## config.mk

```make
export PLATFORM = sky130hd
export DESIGN_NAME = hall_call_dispatcher
export DESIGN_NICKNAME = d
export VERILOG_FILES = /design/src/rtl/elevator_pkg.sv /design/src/rtl/dispatch_cost.sv /design/src/rtl/hall_call_dispatcher.sv
export SDC_FILE = /design/constraint.sdc
export NUM_CORES = 1
export LEC_CHECK = 0
export ABC_AREA = 1
export CAP_MARGIN = 5
export CELL_PAD_IN_SITES_DETAIL_PLACEMENT = 0
export CELL_PAD_IN_SITES_GLOBAL_PLACEMENT = 1
export CORE_MARGIN = 4
export CORE_UTILIZATION = 45
export DETAILED_ROUTE_END_ITERATION = 10
export PLACE_DENSITY = 0.95
export RECOVER_POWER = 100
export SLEW_MARGIN = 10
export SYNTH_ARGS = -nofsm -noshare
export SYNTH_HDL_FRONTEND = slang
export SYNTH_SLANG_ARGS = --single-unit
```

## constraint.sdc

```tcl
create_clock -name clk -period 12 [get_ports clk]
set_input_delay 2.4 -clock clk [delete_from_list [all_inputs] [get_ports clk]]
set_output_delay 2.4 -clock clk [all_outputs]
set_load 0.02 [all_outputs]
```

## src/rtl/elevator_pkg.sv

```systemverilog
// ============================================================================
// Module      : elevator_pkg
// Description : Shared types and cost-function constants for hall-call dispatch.
// Revision    : 1.0  initial release
// ============================================================================
`default_nettype none

package elevator_pkg;

    localparam int FLOORS_DEF  = 5;
    localparam int FW          = $clog2(FLOORS_DEF);

    // Cost is distance plus an away penalty of AWAY_MULT * FLOORS; FW+3 bits holds both.
    localparam int AWAY_MULT   = 2;
    localparam int COST_EXTRA  = 3;

    typedef enum logic [1:0] {
        IDLE = 2'd0,
        PEND = 2'd1,
        ASG0 = 2'd2,
        ASG1 = 2'd3
    } call_state_t;

endpackage

`default_nettype wire

```

## src/rtl/dispatch_cost.sv

```systemverilog
// ============================================================================
// Module      : dispatch_cost
// Description : Combinational cost and eligibility of one car for one landing.
// Revision    : 1.0  initial release
// ============================================================================
`default_nettype none

module dispatch_cost #(
    parameter int FLOORS = elevator_pkg::FLOORS_DEF,
    parameter int FW     = $clog2(FLOORS)
) (
    input  logic [FW-1:0]                          f_i,
    input  logic [FW-1:0]                          floor_i,
    input  logic                                   dir_i,
    input  logic                                   busy_i,
    output logic [FW+elevator_pkg::COST_EXTRA-1:0] cost_o,
    output logic                                   eligible_o
);
    import elevator_pkg::*;

    localparam int            CW       = FW + COST_EXTRA;
    localparam logic [CW-1:0] PENALTY  = CW'(AWAY_MULT * FLOORS);
    localparam logic [FW:0]   FLOORS_W = (FW + 1)'(FLOORS);

    logic [FW:0] w_f;
    logic [FW:0] w_floor;
    logic [FW:0] w_dist;
    logic        w_away;

    always_comb begin
        w_f        = {1'b0, f_i};
        w_floor    = {1'b0, floor_i};
        w_dist     = (w_f >= w_floor) ? (w_f - w_floor) : (w_floor - w_f);
        w_away     = busy_i && ((dir_i && (w_f < w_floor)) || (!dir_i && (w_f > w_floor)));
        cost_o     = CW'(w_dist) + (w_away ? PENALTY : '0);
        // A car whose position sensor reads beyond the top landing is out of service.
        eligible_o = (w_floor < FLOORS_W);
    end

endmodule

`default_nettype wire

```

## src/rtl/hall_call_dispatcher.sv

```systemverilog
// ============================================================================
// Module      : hall_call_dispatcher
// Description : Latches landing calls and shares them between two cars.
// Revision    : 1.0  initial release
// ============================================================================
`default_nettype none

module hall_call_dispatcher #(
    parameter int FLOORS       = elevator_pkg::FLOORS_DEF,
    parameter int FW           = $clog2(FLOORS),
    parameter int REASSIGN_CYC = 200,
    parameter int AGE_W        = 8
) (
    input  logic              clk,
    input  logic              reset,
    input  logic [FLOORS-1:0] hall_btn,
    input  logic [FW-1:0]     car0_floor,
    input  logic              car0_at,
    input  logic              car0_dir,
    input  logic              car0_busy,
    input  logic [FW-1:0]     car1_floor,
    input  logic              car1_at,
    input  logic              car1_dir,
    input  logic              car1_busy,
    output logic [FLOORS-1:0] car0_call,
    output logic [FLOORS-1:0] car1_call,
    output logic [FLOORS-1:0] hall_lamp
);
    import elevator_pkg::*;

    localparam int               CW       = FW + COST_EXTRA;
    localparam logic [AGE_W-1:0] AGE_LAST = AGE_W'(REASSIGN_CYC - 1);

    logic [FLOORS-1:0] btn_q;
    logic [FLOORS-1:0] w_rise;
    logic [FLOORS-1:0] w_serve;
    logic [FLOORS-1:0] w_pend;
    logic [FLOORS-1:0] w_grant0;
    logic [FLOORS-1:0] w_grant1;
    logic [FW-1:0]     w_pick;
    logic              w_pick_vld;
    logic [CW-1:0]     w_cost0;
    logic [CW-1:0]     w_cost1;
    logic              w_elig0;
    logic              w_elig1;
    logic              toggle_q;
    logic              toggle_d;

    // Tracks the buttons through reset so a button held across release is not a new press.
    always_ff @(posedge clk) begin
        btn_q <= hall_btn;
    end

    assign w_rise = hall_btn & ~btn_q;

    always_comb begin
        w_pick     = '0;
        w_pick_vld = 1'b0;
        for (int i = FLOORS - 1; i >= 0; i--) begin
            if (w_pend[i]) begin
                w_pick     = FW'(i);
                w_pick_vld = 1'b1;
            end
        end
    end

    dispatch_cost #(
        .FLOORS     (FLOORS),
        .FW         (FW)
    ) u_cost0 (
        .f_i        (w_pick),
        .floor_i    (car0_floor),
        .dir_i      (car0_dir),
        .busy_i     (car0_busy),
        .cost_o     (w_cost0),
        .eligible_o (w_elig0)
    );

    dispatch_cost #(
        .FLOORS     (FLOORS),
        .FW         (FW)
    ) u_cost1 (
        .f_i        (w_pick),
        .floor_i    (car1_floor),
        .dir_i      (car1_dir),
        .busy_i     (car1_busy),
        .cost_o     (w_cost1),
        .eligible_o (w_elig1)
    );

    // A grant lost to a same-cycle serve leaves the tie toggle untouched.
    always_comb begin
        w_grant0 = '0;
        w_grant1 = '0;
        toggle_d = toggle_q;
        if (w_pick_vld && !w_serve[w_pick]) begin
            if (w_elig0 && w_elig1) begin
                if (w_cost0 < w_cost1) begin
                    w_grant0[w_pick] = 1'b1;
                end else if (w_cost1 < w_cost0) begin
                    w_grant1[w_pick] = 1'b1;
                end else begin
                    if (toggle_q) begin
                        w_grant1[w_pick] = 1'b1;
                    end else begin
                        w_grant0[w_pick] = 1'b1;
                    end
                    toggle_d = ~toggle_q;
                end
            end else if (w_elig0) begin
                w_grant0[w_pick] = 1'b1;
            end else if (w_elig1) begin
                w_grant1[w_pick] = 1'b1;
            end
        end
    end

    always_ff @(posedge clk) begin
        if (reset) begin
            toggle_q <= 1'b0;
        end else begin
            toggle_q <= toggle_d;
        end
    end

    for (genvar f = 0; f < FLOORS; f++) begin : g_floor
        localparam logic [FW-1:0] IDX = FW'(f);

        call_state_t      state_q;
        call_state_t      state_d;
        logic [AGE_W-1:0] age_q;
        logic [AGE_W-1:0] age_d;

        assign w_serve[f] = (car0_at && (car0_floor == IDX)) ||
                            (car1_at && (car1_floor == IDX));
        assign w_pend[f]  = (state_q == PEND);

        always_ff @(posedge clk) begin
            if (reset) begin
                state_q <= IDLE;
                age_q   <= '0;
            end else begin
                state_q <= state_d;
                age_q   <= age_d;
            end
        end

        always_comb begin
            state_d = state_q;
            age_d   = age_q;
            if (w_serve[f]) begin
                state_d = IDLE;
                age_d   = '0;
            end else begin
                case (state_q)
                    IDLE: begin
                        if (w_rise[f]) begin
                            state_d = PEND;
                        end
                    end
                    PEND: begin
                        age_d = '0;
                        if (w_grant0[f]) begin
                            state_d = ASG0;
                        end else if (w_grant1[f]) begin
                            state_d = ASG1;
                        end
                    end
                    ASG0, ASG1: begin
                        // Age saturates at its last value until the other car can take the call.
                        if (age_q == AGE_LAST) begin
                            if ((state_q == ASG0) && w_elig1) begin
                                state_d = ASG1;
                                age_d   = '0;
                            end else if ((state_q == ASG1) && w_elig0) begin
                                state_d = ASG0;
                                age_d   = '0;
                            end
                        end else begin
                            age_d = age_q + 1'b1;
                        end
                    end
                    default: begin
                        state_d = IDLE;
                        age_d   = '0;
                    end
                endcase
            end
        end

        assign car0_call[f] = (state_q == ASG0);
        assign car1_call[f] = (state_q == ASG1);
        assign hall_lamp[f] = (state_q != IDLE);
    end

endmodule

`default_nettype wire

```

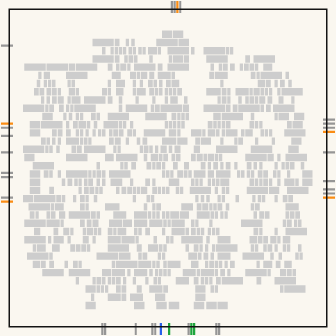
Run 1: I/O pins on the die edge
Pins as bars across the die edge, other pins in grey.
Key: `car1_call` = orange [pins 5, direction output, edge 2 west, 2 east, 1 north]; `car0_floor` = green [pins 3, direction input, edge south]; `car1_at` = blue [pins 1, direction input, edge south]

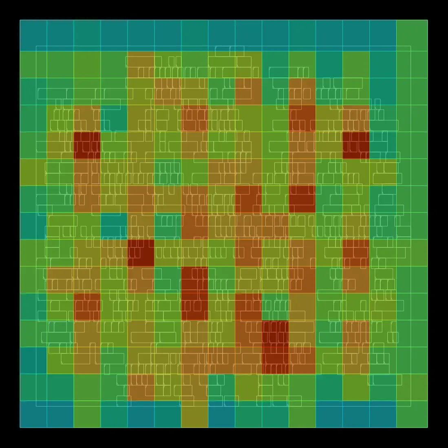
Run 1: routing congestion
met1 track demand over resource in global routing: 23.79%
met3 Resource Use GR: 2.774%

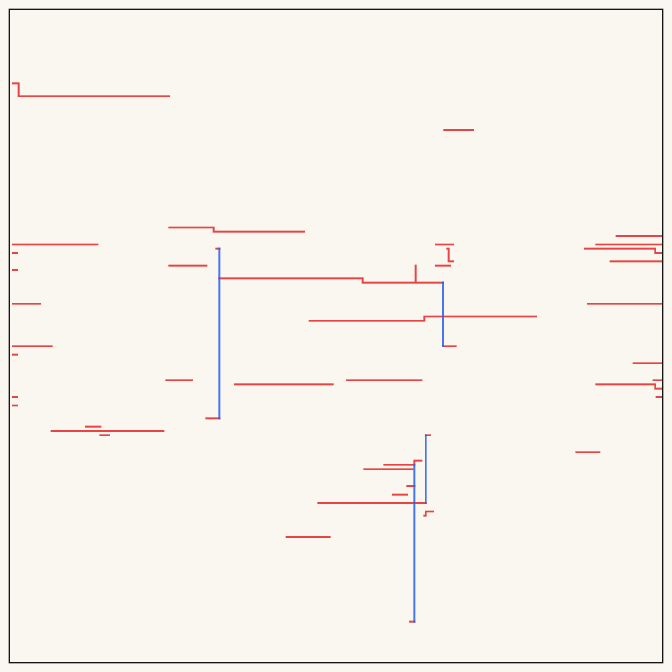
Run 1: wiring by layer
Only two layers are drawn.
Key: met3 = red [wire length 346 µm]; met4 = blue [wire length 73.4 µm]

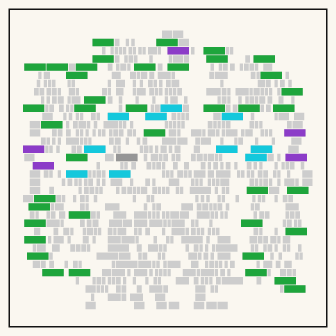
Run 1: where the registers sit
Other sequential cells in the stronger grey, the rest of the logic in the fainter grey.
Key: `btn_q` = purple [sequential cells 5]; `g_floor.state_q` = cyan [sequential cells 10]; `g_floor.age_q` = green [sequential cells 40, where spread over the die]

==> impl_results.html, run 1 <==
<!-- implementation run metrics -->
<table>
<tr><th>Metric</th><th>Value</th></tr>
<tr><th colspan="2">Outcome</th></tr>
<tr><td>Status</td><td>completed</td></tr>
<tr><th colspan="2">Clock network</th></tr>
<tr><td>Post-CTS Setup Repair Bufs</td><td>0</td></tr>
<tr><td>Clock buffer count from CTS</td><td>5</td></tr>
<tr><td>Number of sinks driven by the clock tree</td><td>~56</td></tr>
<tr><td>Hold-fix buffers at CTS</td><td>0</td></tr>
<tr><td>Clock Latency Late Sink</td><td>around 0.32 ns</td></tr>
<tr><td>H-tree depth</td><td>2</td></tr>
<tr><td>Clock Tree Root</td><td>clkbuf_8</td></tr>
<tr><td>Longest Clk Path Bufs</td><td>2</td></tr>
<tr><td>Number of gates resized after cts</td><td>0</td></tr>
<tr><th colspan="2">Layout</th></tr>
<tr><td>Most frequent standard cell in the layout excluding fill and tap cells</td><td>nand2_1</td></tr>
<tr><td>Nets@finish</td><td>744</td></tr>
<tr><td>Most common logic cells in the final layout</td><td>nand2_1 (144), inv_1 (109), nor2_1 (90)</td></tr>
<tr><td>Share of layout cells above drive strength 1</td><td>6.061%</td></tr>
<tr><td>Number of antenna diodes</td><td>0</td></tr>
<tr><td>Synth-to-Final Area Change</td><td>12.49%</td></tr>
<tr><th colspan="2">Route</th></tr>
<tr><td>Total wire length after detailed routing</td><td>~9400 µm</td></tr>
<tr><td>Iter 0 DRT Violations</td><td>205</td></tr>
<tr><td>DRT Pass-1 Iters</td><td>5</td></tr>
<tr><td>Post-DRT Antenna Nets</td><td>0</td></tr>
<tr><td>Detailed-route wire length per cell</td><td>11.75 µm</td></tr>
<tr><td>Post-route DRC violation count</td><td>0</td></tr>
<tr><td>Overall via count from detail_route</td><td>4092</td></tr>
<tr><td>Via count normalized by instance count</td><td>slightly above 5</td></tr>
<tr><th colspan="2">Place</th></tr>
<tr><td>Global placer's final weighted congestion</td><td>slightly above 0.9</td></tr>
<tr><td>Number of buffer cells added on primary ports</td><td>33</td></tr>
<tr><td>DPL Wire Length</td><td>7533 µm</td></tr>
<tr><th colspan="2">Yosys</th></tr>
<tr><td>Total cell area reported by yosys after synthesis</td><td>4199 µm²</td></tr>
<tr><td>Cell taking the most area after synthesis</td><td>dfxtp_1</td></tr>
<tr><td>Synth Area per Inst</td><td>6.421 µm²</td></tr>
<tr><td>Synth async-reset ratio</td><td>0%</td></tr>
<tr><td>Cell count after synthesis</td><td>around 650</td></tr>
<tr><td>Number of enable-type register cells in the synthesized netlist</td><td>0</td></tr>
<tr><td>Number of warnings issued by yosys</td><td>0</td></tr>
<tr><td>Portion of the post-synthesis area used by sequential elements</td><td>26.70%</td></tr>
<tr><td>#FFs+latches synth</td><td>56</td></tr>
<tr><td>Synth Cell Area</td><td>4199 µm²</td></tr>
<tr><td>Syn_nets</td><td>706</td></tr>
<tr><td>Share of Yosys cell area claimed by the top area cell type</td><td>approximately a quarter</td></tr>
<tr><td>Synth Flop Type</td><td>dfxtp_1</td></tr>
<tr><td>Distinct cells, synth</td><td>39</td></tr>
<tr><th colspan="2">Timing</th></tr>
<tr><td>Transition time at the pin with the least slew margin</td><td>between 1 and 1.5 ns</td></tr>
<tr><td>Final tally of max-slew violations</td><td>0</td></tr>
<tr><td>Post-route minimum period</td><td>6.180 ns</td></tr>
<tr><td>Clock skew</td><td>roughly 0.012 ns</td></tr>
<tr><td>Max_slew headroom</td><td>around 33%</td></tr>
<tr><td>Setup repair after global routing missed its margin</td><td>false</td></tr>
<tr><td>Summed negative setup slack over all endpoints</td><td>0 ns</td></tr>
<tr><td>Worst hold slack across all endpoints</td><td>0.4828 ns</td></tr>
<tr><td>Crit share post-route</td><td>51.50%</td></tr>
<tr><td>Number of endpoints failing setup at the final stage</td><td>0</td></tr>
<tr><th colspan="2">Global routing</th></tr>
<tr><td>Number of antenna violations at the first check in global routing</td><td>0</td></tr>
<tr><td>Routing usage on met2</td><td>30.03%</td></tr>
<tr><td>Peak-usage layer in the global routing report</td><td>met2</td></tr>
<tr><td>Total global routing overflow</td><td>0</td></tr>
<tr><td>Global-route usage over all layers</td><td>17.79%</td></tr>
<tr><td>First-pass GRT wire length</td><td>16820 µm</td></tr>
<tr><td>Maximum number of pins on one net before global-route repair</td><td>19</td></tr>
<tr><th colspan="2">Worst setup path</th></tr>
<tr><td>CP arrival</td><td>6.43 ns</td></tr>
<tr><td>Max stage delay cell, worst path</td><td>dlygate4sd3_1</td></tr>
<tr><td>Family with the most delay on the worst path</td><td>adder cells</td></tr>
<tr><td>Biggest fanout along the worst timing path</td><td>5</td></tr>
<tr><td>Start-to-end type of the worst setup path</td><td>input pin to flip-flop</td></tr>
<tr><td>Endpoint type of the worst setup path</td><td>flip-flop</td></tr>
<tr><td>Worst stage delay on the critical path</td><td>0.66 ns</td></tr>
<tr><td>Buffering stage count on the worst path with inverters included</td><td>4</td></tr>
<tr><td>Cell-by-cell listing of the critical path</td><td>dlygate4sd3_1, inv_1, fa_1, fa_1, inv_1, nand2_1, mux2_2, ha_1, ha_1, xor2_1, ha_1, nand3_1, inv_1, nand2_1, nand2_1, nand2_1, a21oi_1, nand3_1, nand3_1, nand2_1, a21oi_1</td></tr>
<tr><td>Most repeated library cell on the critical path</td><td>nand2_1</td></tr>
<tr><th colspan="2">Floorplan</th></tr>
<tr><td>Std cell rows</td><td>34</td></tr>
<tr><td>Initial cell density of the core</td><td>47.23%</td></tr>
<tr><td>Vertical die size</td><td>104.6 µm</td></tr>
<tr><td>Placeable core region</td><td>a little under 9000 µm²</td></tr>
<tr><td>Chip width</td><td>104.6 µm</td></tr>
<tr><td>Top-level I/O count</td><td>34</td></tr>
<tr><td>Chip area</td><td>10940 µm²</td></tr>
<tr><th colspan="2">Hold path</th></tr>
<tr><td>Worst min path class</td><td>flip-flop to flip-flop</td></tr>
<tr><th colspan="2">Run</th></tr>
<tr><td>OpenROAD warnings</td><td>32</td></tr>
<tr><td>Number of violations of the max-capacitance limit</td><td>0</td></tr>
<tr><th colspan="2">Pwr</th></tr>
<tr><td>Total leakage power</td><td>2.175 nW</td></tr>
<tr><td>Peak VDD IR</td><td>0.07480 mV</td></tr>
<tr><td>Power per Cell Area</td><td>170.1 nW/µm²</td></tr>
</table>
## run 1: flip-flops by register name, indices dropped and copies added (netlist names)
| signal | flops |
|---|---|
| toggle_q | 1 |
| btn_q | 5 |
| g_floor.age_q | 40 |
| g_floor.state_q | 10 |
## run 1: where the power goes
part	switching [mW]	leakage [nW]	internal (mW)
combinational	0.310	1.67	0.172
sequential	0.0159	0.454	0.197
clock	0.0669	0.0485	0.0421
total	0.392	2.17	0.411
## run 1: synthesized netlist by cell type (all sizes together) (5+ instances only)
master  number
nand4        8
o21ai       34
ha          27
nor2        94
fa           6
inv        119
nand3       43
nand2      153
nor3b        5
nor3        21
nor4         5
dfxtp       56
xnor2        5
xor2         6
a21oi       45
## run 1: cell families after synthesis
group | share of synthesized area, %
AOI/OAI and AO/OA | 12.10
muxes | 0.2682
and+or+nand+nor | 36.80
adders and majority gates | 10.91
DFF | 26.70
buffers and inverters | 10.94
xor gates and xnor gates | 2.294
## run 1: final cells by class
cell class / count / area [µm²]
inverter: 119 / 446.7
clock buffer: 5 / 68.82
clock inverter: 3 / 22.52
multi-input combinational: 477 / 2599
timing repair buffer: 33 / 330.3
fill: 885 / 4168
sequential: 56 / 1121
tap: 108 / 135.1
## run 1: routing by layer
layer  share of wire (%)  vias up
li1                    -     2172
met1                  49     1841
met2                  47       69
met3                 3.7       10
met4                0.78        0
met5                   0        -
## run 1: metrics by stage
| stage | instance area, µm² | worst slack, ns | total power [mW] | std cells | utilization (%) |
|---|---|---|---|---|---|
| floorplan | 4199 | 6.483 | 0.5834 | 654 | - |
| global placement | 4652 | 5.628 | 0.6938 | 793 | 52.32 |
| detailed placement | 4652 | 5.567 | 0.7001 | 793 | 52.32 |
| CTS | 4743 | 5.927 | 0.8156 | 801 | 53.35 |
| global route | 4723 | 5.459 | 0.8939 | 801 | 53.12 |
| finish | 4723 | 5.820 | 0.8036 | 801 | 53.12 |
## run 1: worst min-delay path, delay by kind of cell (launching register included)
kind	cells	cell delay, ns
AOI/OAI and AO/OA	1	0.06
DFF	1	0.33
buffers and inverters	1	0.06
## run 1: final timing paths
check,startpoint,cells past startpoint,end,slack (ns)
setup / recovery,car1_floor[1],21,g_floor[2].state_q[0]$_SDFFE_PP0P_,5.82
hold / removal,toggle_q$_SDFFE_PP0P_,2,toggle_q$_SDFFE_PP0P_,0.48
setup reg to reg,g_floor[1].state_q[1]$_SDFFE_PP0P_,25,g_floor[2].state_q[0]$_SDFFE_PP0P_,7.59
hold reg to reg,toggle_q$_SDFFE_PP0P_,2,toggle_q$_SDFFE_PP0P_,0.48
Run 1, M3 wires:
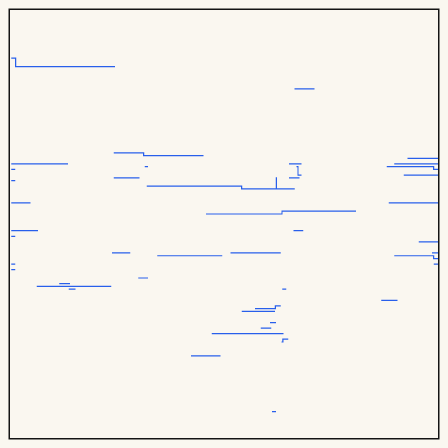

==> run 1 -> run 2 <==
--- a/config.mk
+++ b/config.mk
@@ -10,9 +10,9 @@
 export CELL_PAD_IN_SITES_DETAIL_PLACEMENT = 0
 export CELL_PAD_IN_SITES_GLOBAL_PLACEMENT = 1
 export CORE_MARGIN = 4
-export CORE_UTILIZATION = 45
+export CORE_UTILIZATION = 38
 export DETAILED_ROUTE_END_ITERATION = 10
-export PLACE_DENSITY = 0.95
+export PLACE_DENSITY = 0.86
 export RECOVER_POWER = 100
 export SLEW_MARGIN = 10
 export SYNTH_ARGS = -nofsm -noshare
==> constraint.sdc (replaced) <==
create_clock -name clk -period 5.1 [get_ports clk]
set_input_delay 1.02 -clock clk [delete_from_list [all_inputs] [get_ports clk]]
set_output_delay 1.02 -clock clk [all_outputs]
set_load 0.02 [all_outputs]
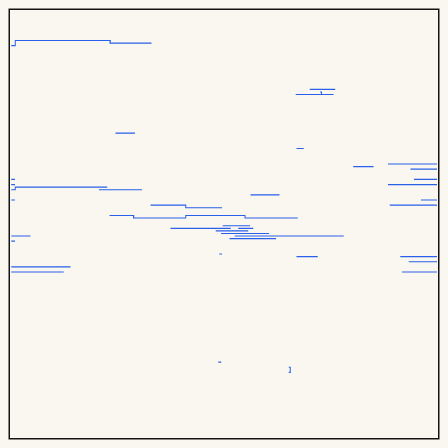
Run 2: M3 wires
The wires run mostly horizontal. 33 nets have wire on it. The layer carries 393 µm of wire. The longest straight run is 28.5 µm.

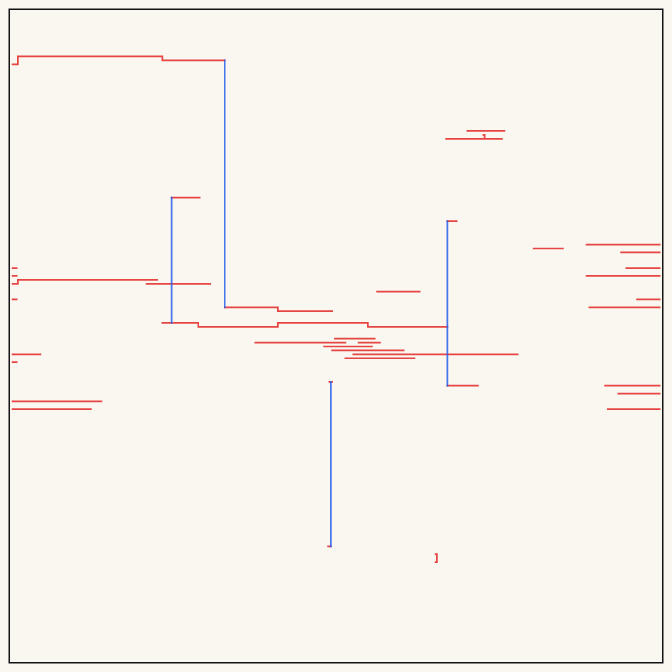
Run 2: wiring by layer
Only two layers are drawn.
Key: met4 = blue [wire length 122 µm]; met3 = red [wire length 393 µm]

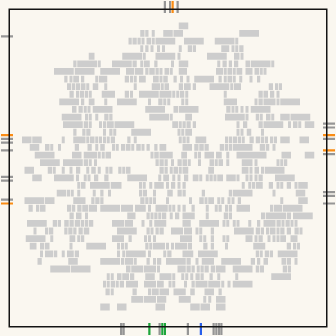
Run 2: I/O pins on the die edge
Pins as bars across the die edge, other pins in grey.
Key: `car1_at` = blue [pins 1, direction input, edge south]; `car0_floor` = green [pins 3, direction input, edge south]; `car1_call` = orange [pins 5, direction output, edge 2 west, 2 east, 1 north]
number of buffer cells added on primary ports: 33
chip width: 113.1 µm

==> run 2 against run 1 <==
Compared with the run above:
- clock skew shrank 0.0031 ns
- sequential share of layout area decreased by 0.37 points
- critical path type unchanged
- clock power rose to 2.7 times the previous value
- largest cell class unchanged
==> impl_results.html, run 2 <==
<!-- implementation run metrics -->
<table>
<tr><th>Metric</th><th>Value</th></tr>
<tr><th colspan="2">Outcome</th></tr>
<tr><td>Status</td><td>completed</td></tr>
<tr><th colspan="2">Floorplan</th></tr>
<tr><td>Initial cell density of the core</td><td>38.73%</td></tr>
<tr><td>Top-level I/O count</td><td>34</td></tr>
<tr><th colspan="2">Pwr</th></tr>
<tr><td>Total internal power</td><td>1.016 mW</td></tr>
<tr><td>Peak VDD IR</td><td>0.1489 mV</td></tr>
<tr><td>Sequential share of power</td><td>25.9%</td></tr>
<tr><td>Power per Cell Area</td><td>403.7 nW/µm²</td></tr>
<tr><td>Clock power share</td><td>15.2%</td></tr>
<tr><td>Combinational Power Share</td><td>between 50 and 60%</td></tr>
<tr><td>Total power of the final layout</td><td>roughly 1.9 mW</td></tr>
<tr><th colspan="2">Yosys</th></tr>
<tr><td>Synth Area per Inst</td><td>around 6.4 µm²</td></tr>
<tr><td>Share of Yosys cell area claimed by the top area cell type</td><td>26.70%</td></tr>
<tr><td>Total cell area reported by yosys after synthesis</td><td>between 4000 and 5000 µm²</td></tr>
<tr><td>Synth async-reset ratio</td><td>0%</td></tr>
<tr><td>Top cells by count, synth</td><td>nand2_1 (141), inv_1 (109), nor2_1 (89)</td></tr>
<tr><td>Count leader, synth</td><td>nand2_1</td></tr>
<tr><td>Number of enable-type register cells in the synthesized netlist</td><td>0</td></tr>
<tr><th colspan="2">Place</th></tr>
<tr><td>Placed Instance Area</td><td>4715 µm²</td></tr>
<tr><td>Worst setup timing slack at the placement stage</td><td>0.08328 ns</td></tr>
<tr><td>DPL Wire Length</td><td>7695 µm</td></tr>
<tr><th colspan="2">Clock network</th></tr>
<tr><td>Hold-fix buffers at CTS</td><td>0</td></tr>
<tr><td>Longest Clk Path Bufs</td><td>2</td></tr>
<tr><td>Number of sinks driven by the clock tree</td><td>56</td></tr>
<tr><td>Clock buffer count from CTS</td><td>5</td></tr>
<tr><td>Number of gates resized after cts</td><td>0</td></tr>
<tr><th colspan="2">Timing</th></tr>
<tr><td>Setup repair after global routing missed its margin</td><td>false</td></tr>
<tr><td>Summed negative setup slack over all endpoints</td><td>0 ns</td></tr>
<tr><td>Post-route minimum period</td><td>4.730 ns</td></tr>
<tr><td>Number of endpoints failing setup at the final stage</td><td>0</td></tr>
<tr><th colspan="2">Route</th></tr>
<tr><td>Post-route DRC violation count</td><td>0</td></tr>
<tr><td>Post-DRT Antenna Nets</td><td>0</td></tr>
<tr><td>Via count normalized by instance count</td><td>4.807</td></tr>
<tr><td>DRT Pass-1 Iters</td><td>4</td></tr>
<tr><td>Iter 0 DRT Violations</td><td>204</td></tr>
<tr><td>Overall via count from detail_route</td><td>approximately 4000</td></tr>
<tr><th colspan="2">Global routing</th></tr>
<tr><td>Total global routing overflow</td><td>0</td></tr>
<tr><td>Global-route usage over all layers</td><td>~16%</td></tr>
<tr><td>Number of antenna violations at the first check in global routing</td><td>0</td></tr>
<tr><th colspan="2">Layout</th></tr>
<tr><td>Largest registers</td><td>g_floor.age_q (40), g_floor.state_q (10), btn_q (5)</td></tr>
<tr><td>Comb area</td><td>about 2600 µm²</td></tr>
<tr><td>Number of antenna diodes</td><td>0</td></tr>
<tr><td>Max FFs per register</td><td>around 40</td></tr>
<tr><td>Share of layout cells above drive strength 1</td><td>6.178%</td></tr>
<tr><th colspan="2">Worst setup path</th></tr>
<tr><td>Start-to-end type of the worst setup path</td><td>input pin to flip-flop</td></tr>
<tr><td>Cell-by-cell listing of the critical path</td><td>clkdlybuf4s50_1, ha_1, inv_1, fa_1, fa_1, inv_1, nand2_1, mux2_2, ha_1, ha_1, xor2_1, ha_1, nand3_1, nor2_1, nand2_1, nand3_1, nand4_1, nand3_2, nand2_1, nor2_1, nor2_1</td></tr>
<tr><td>Biggest fanout along the worst timing path</td><td>5</td></tr>
<tr><td>Most repeated library cell on the critical path</td><td>ha_1</td></tr>
<tr><td>Buffering stage count on the worst path with inverters included</td><td>3</td></tr>
<tr><th colspan="2">Run</th></tr>
<tr><td>Number of violations of the max-capacitance limit</td><td>0</td></tr>
</table>
[run 2: path summary, 6_finish.rpt]
kind,start,end,slack [ns],depth (start not counted)
max,car1_floor[0],g_floor[3].state_q[0]$_SDFFE_PP0P_,0.37,21
min,toggle_q$_SDFFE_PP0P_,toggle_q$_SDFFE_PP0P_,0.49,2
max reg2reg,g_floor[3].state_q[1]$_SDFFE_PP0P_,g_floor[3].state_q[0]$_SDFFE_PP0P_,0.70,24
min reg2reg,toggle_q$_SDFFE_PP0P_,toggle_q$_SDFFE_PP0P_,0.49,2
[run 2: area by class of cell]
class                           instances  area share, %
Sequential cell                        56          23.36
Multi-Input combinational cell        477          54.16
Inverter                              119          9.309
Clock inverter                          2         0.7301
Tap cell                              140          3.651
Timing Repair Buffer                   36          7.275
Clock buffer                            6          1.512
[run 2: per-stage QoR]
stage | hold WS (ns) | util, % | instances
after floorplan | 0.4384 | - | 654
final | 0.4858 | 44.26 | 836
after global routing | 0.5094 | 44.26 | 836
after CTS | 0.4865 | 44.48 | 836
after global placement | 0.4560 | 43.49 | 828
after detailed placement | 0.4718 | 43.49 | 828
[run 2: kinds of logic (layout without fill, tap and decap cells)]
kind of cell,Yosys count,after routing,share of synthesized area [%]
buffers and inverters,121,163,10.94
DFF,56,56,26.70
xor gates and xnor gates,11,11,2.294
muxes,1,1,0.2682
AOI/OAI and AO/OA,93,93,12.10
adders and majority gates,33,33,10.91
and+or+nand+nor,339,339,36.80
[run 2: worst min-delay path, cell delays in order (launching register included)]
cell and delay [ns]:
dfxtp_1 0.33, inv_1 0.06, a21oi_1 0.06
[run 2: metal layers]
metal / up-vias / track usage (%) / wire length [µm]
met5: - / 0 / 0
met4: 0 / 5.048 / 121
met3: 9 / 3.422 / 393
met2: 52 / 26.58 / 4450
met1: 1787 / 20.58 / 4702
li1: 2171 / - / -
[run 2: power by group through the flow]
stage / Combinational (mW) / Clock (mW) / Sequential [mW]
detailed placement: 1.15 / 0 / 0.512
floorplan: 0.869 / 0 / 0.503
finish: 1.14 / 0.295 / 0.502
global placement: 1.13 / 0 / 0.511
CTS: 1.15 / 0.309 / 0.502
global route: 1.34 / 0.321 / 0.508
Run 2, routing congestion:
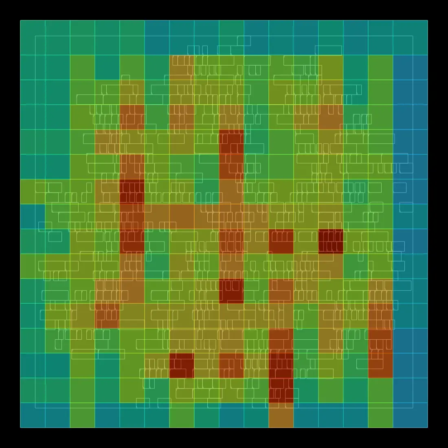

==> run 2 -> run 3 <==
--- a/config.mk
+++ b/config.mk
@@ -14,7 +14,9 @@
 export DETAILED_ROUTE_END_ITERATION = 10
 export PLACE_DENSITY = 0.86
 export RECOVER_POWER = 100
+export REMOVE_ABC_BUFFERS = 1
 export SLEW_MARGIN = 10
 export SYNTH_ARGS = -nofsm -noshare
 export SYNTH_HDL_FRONTEND = slang
+export SYNTH_HIERARCHICAL = 1
 export SYNTH_SLANG_ARGS = --single-unit
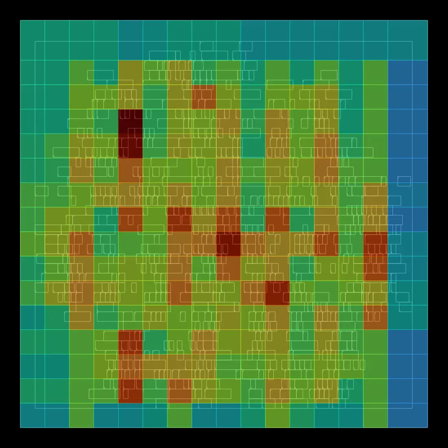
Run 3: routing congestion
met3 Resource Use GR: 2.273%
global-route usage over all layers: 14.97%

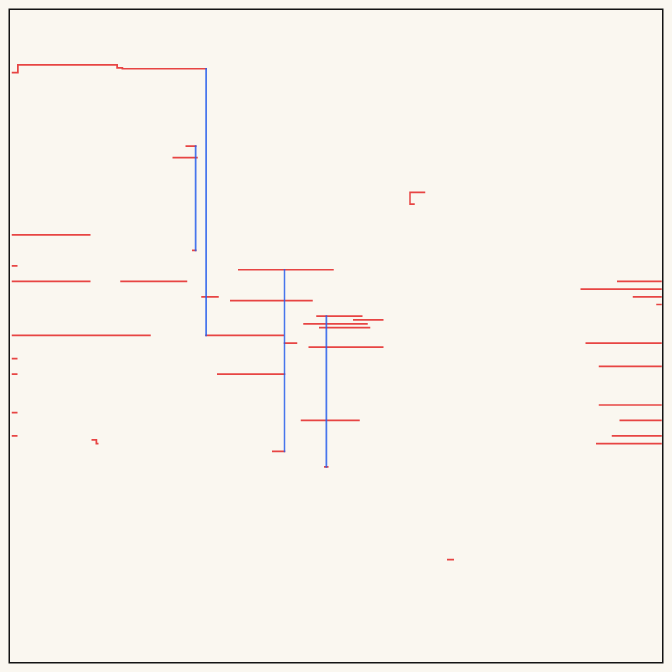
Run 3: wiring by layer
Only two layers are drawn.
Key: met3 = red [wire length 324 µm]; met4 = blue [wire length 124 µm]

==> run 3 against run 2 <==
Compared with the run above:
- clock power up 16%
- hold slack worse by 0.0058 ns
- die size up 2.8%
- clock-buffer cell count unchanged
- via count up 1.9%
- fmax up 0.46%
- synthesized cell count up 0.61%
- clock skew up 0.00064 ns
- highest routed layer unchanged
- sequential cell count unchanged
- sequential share of layout area down 0.59 points
- register-to-register slack worse by 0.08 ns
- final cell count up 0.48%
==> impl_results.html, run 3 <==
<!-- implementation run metrics -->
<table>
<tr><th>Metric</th><th>Value</th></tr>
<tr><th colspan="2">Outcome</th></tr>
<tr><td>Status</td><td>completed</td></tr>
<tr><th colspan="2">Layout</th></tr>
<tr><td>Most frequent standard cell in the layout excluding fill and tap cells</td><td>nand2_1</td></tr>
<tr><td>Final standard cell utilization of the core</td><td>roughly 45%</td></tr>
<tr><td>Cell area after layout</td><td>4923 µm²</td></tr>
<tr><td>Largest registers</td><td>g_floor.age_q (40), g_floor.state_q (10), btn_q (5)</td></tr>
<tr><td>Largest register by flop count</td><td>g_floor.age_q</td></tr>
<tr><th colspan="2">Yosys</th></tr>
<tr><td>Share of Yosys cell area claimed by the top area cell type</td><td>25.90%</td></tr>
<tr><td>Simple-Gate Area Share</td><td>37.96%</td></tr>
<tr><td>Share of cell area taken by muxes after synthesis</td><td>0%</td></tr>
<tr><td>Portion of the post-synthesis area used by sequential elements</td><td>25.90%</td></tr>
<tr><td>Top cells by count, synth</td><td>nand2_1 (128), inv_1 (123), nor2_1 (77)</td></tr>
<tr><td>Number of warnings issued by yosys</td><td>6</td></tr>
<tr><td>Post-synthesis share of cell area spent on and-or and or-and gates</td><td>11.80%</td></tr>
<tr><td>Count leader, synth</td><td>nand2_1</td></tr>
<tr><th colspan="2">Hold path</th></tr>
<tr><td>Hold Startpoint</td><td>g_floor[2].age_q[4]$_SDFFE_PP0P_</td></tr>
<tr><td>End point of the most critical hold path</td><td>g_floor[2].age_q[5]$_SDFFE_PP0P_</td></tr>
<tr><th colspan="2">Timing</th></tr>
<tr><td>Number of endpoints failing setup at the final stage</td><td>0</td></tr>
<tr><td>Max_slew headroom</td><td>47.50%</td></tr>
<tr><td>Crit share post-route</td><td>92.32%</td></tr>
<tr><td>Setup repair after global routing missed its margin</td><td>false</td></tr>
<tr><td>Transition time at the pin with the least slew margin</td><td>0.7793 ns</td></tr>
<tr><td>Final tally of max-slew violations</td><td>0</td></tr>
<tr><td>Summed negative setup slack over all endpoints</td><td>0 ns</td></tr>
<tr><td>Setup WS post-layout</td><td>just under 0.4 ns</td></tr>
<tr><th colspan="2">Floorplan</th></tr>
<tr><td>Top-level I/O count</td><td>34</td></tr>
<tr><td>Chip area</td><td>13160 µm²</td></tr>
<tr><td>Initial cell density of the core</td><td>39.41%</td></tr>
<tr><td>Placeable core region</td><td>10980 µm²</td></tr>
<tr><td>Vertical die size</td><td>114.7 µm</td></tr>
<tr><th colspan="2">Place</th></tr>
<tr><td>Number of buffer cells added on primary ports</td><td>33</td></tr>
<tr><th colspan="2">Pwr</th></tr>
<tr><td>Power per Cell Area</td><td>408.0 nW/µm²</td></tr>
<tr><td>Total power of the final layout</td><td>2.009 mW</td></tr>
<tr><td>Peak VDD IR</td><td>just under 0.2 mV</td></tr>
<tr><th colspan="2">Route</th></tr>
<tr><td>Via count normalized by instance count</td><td>4.877</td></tr>
<tr><td>Total wire length after detailed routing</td><td>9535 µm</td></tr>
<tr><td>Detailed-route wire length per cell</td><td>around 11 µm</td></tr>
<tr><td>DRT Pass-1 Iters</td><td>4</td></tr>
<tr><td>Iter 0 DRT Violations</td><td>approximately 170</td></tr>
<tr><td>Post-route DRC violation count</td><td>0</td></tr>
<tr><th colspan="2">Worst setup path</th></tr>
<tr><td>Endpoint type of the worst setup path</td><td>flip-flop</td></tr>
<tr><td>CP arrival</td><td>4.90 ns</td></tr>
<tr><td>Startpoint of the most critical register-to-register path</td><td>g_floor[2].state_q[1]$_SDFFE_PP0P_</td></tr>
<tr><td>Start-to-end type of the worst setup path</td><td>input pin to flip-flop</td></tr>
<tr><td>Register-to-register setup slack</td><td>0.62 ns</td></tr>
<tr><td>Biggest fanout along the worst timing path</td><td>7</td></tr>
<tr><td>Cells on worst reg2reg path</td><td>29</td></tr>
<tr><th colspan="2">Global routing</th></tr>
<tr><td>First-pass GRT wire length</td><td>16730 µm</td></tr>
<tr><td>Maximum number of pins on one net before global-route repair</td><td>18</td></tr>
<tr><td>Number of antenna violations at the first check in global routing</td><td>0</td></tr>
<tr><th colspan="2">Clock network</th></tr>
<tr><td>H-tree depth</td><td>2</td></tr>
<tr><td>Clock Tree Root</td><td>clkbuf_16</td></tr>
</table>
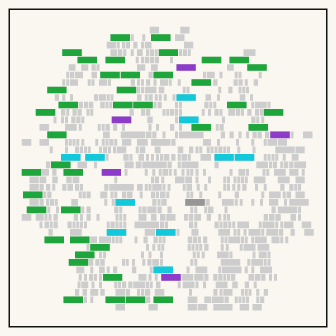
Run 3: where the registers sit
Other sequential cells in the stronger grey, the rest of the logic in the fainter grey.
Key: `g_floor.state_q` = cyan [sequential cells 10, where centre]; `g_floor.age_q` = green [sequential cells 40]; `btn_q` = purple [sequential cells 5]

## run 3: netlist changes by cell type after synthesis, moves of 4 or more
cell,previous run,this run
inv_1,109,123
nor3b_1,4,8
o21bai_1,0,4
o211ai_1,4,0
nor2_1,89,77
nand3_2,4,10
nor4_1,5,1
nand3_1,39,43
nand2_1,141,128
and3b_1,0,4
nand2_2,10,15
xnor2_1,5,1
## run 3: kinds of logic (layout without fill, tap and decap cells)
| kind of cell | after synthesis | count (layout) |
|---|---|---|
| buf+inv | 135 | 177 |
| xor+xnor | 5 | 5 |
| flops | 56 | 56 |
| other cells | 2 | 2 |
| compound gates | 89 | 89 |
| fa+ha+maj | 35 | 35 |
| simple gates | 336 | 336 |
## run 3: stage by stage
stage / hold slack, ns / instances
6_report: 0.4800 / 840
5_1_grt: 0.4833 / 840
4_1_cts: 0.4764 / 840
3_5_place_dp: 0.4656 / 832
3_3_place_gp: 0.4525 / 832
2_1_floorplan: 0.4390 / 654
## run 3: metal layers
metal	vias to the layer above	track usage [%]	wire length (µm)	part of all wire, %
li1	2185	-	-	-
met1	1847	20.16	4731	50
met2	55	25.15	4356	46
met3	10	2.273	323	3.4
met4	0	3.834	123	1.3
met5	-	0	0	0
## run 3: final cells by class
type	count	area, µm²	share of cell area, %
Clock inverter	2	13.76	0.2795
Multi-Input combinational cell	467	2629	53.39
Clock buffer	6	128.9	2.618
Tap cell	140	175.2	3.558
Sequential cell	56	1121	22.77
Inverter	131	491.7	9.987
Timing Repair Buffer	38	364.1	7.395
## run 3: worst max path at each step
stage / from / endpoint / slack (ns) / cells past startpoint
after floorplan: car0_floor[0] / g_floor[1].state_q[0]$_SDFFE_PP0P_ / 1.11 / 24
after global placement: car0_floor[0] / g_floor[1].state_q[0]$_SDFFE_PP0P_ / 0.22 / 25
after detailed placement: car0_floor[0] / g_floor[3].state_q[0]$_SDFFE_PP0P_ / 0.11 / 28
after CTS: car0_floor[0] / g_floor[3].state_q[0]$_SDFFE_PP0P_ / 0.42 / 28
after global routing: car1_floor[0] / g_floor[0].state_q[0]$_SDFFE_PP0P_ / 0.03 / 25
final: car0_floor[0] / g_floor[0].state_q[0]$_SDFFE_PP0P_ / 0.39 / 27
## run 3: where the power goes
group / internal, mW / total, mW / switching [mW]
clock: 0.184 / 0.343 / 0.159
combinational: 0.420 / 1.17 / 0.751
sequential: 0.461 / 0.495 / 0.0336
## run 3: worst max-delay path: stages
cell and delay (ns):
clkdlybuf4s50_1 0.59, ha_1 0.19, inv_1 0.06, fa_1 0.36, inv_1 0.07, fa_1 0.22
nand2_2 0.11, nand3_1 0.08, o21ai_0 0.10, ha_1 0.32, nand2_1 0.05, inv_1 0.05
nand3_1 0.07, nand2_1 0.07, inv_1 0.05, ha_1 0.26, nand2_1 0.06, nor2_1 0.18
nand2_1 0.08, nand3_1 0.11, nand2_1 0.15, a21oi_1 0.20, nand3_2 0.10, nand3_1 0.12
nand2_1 0.08, nor2_1 0.10, nor2_1 0.05
Power and IR drop assume default switching activity.
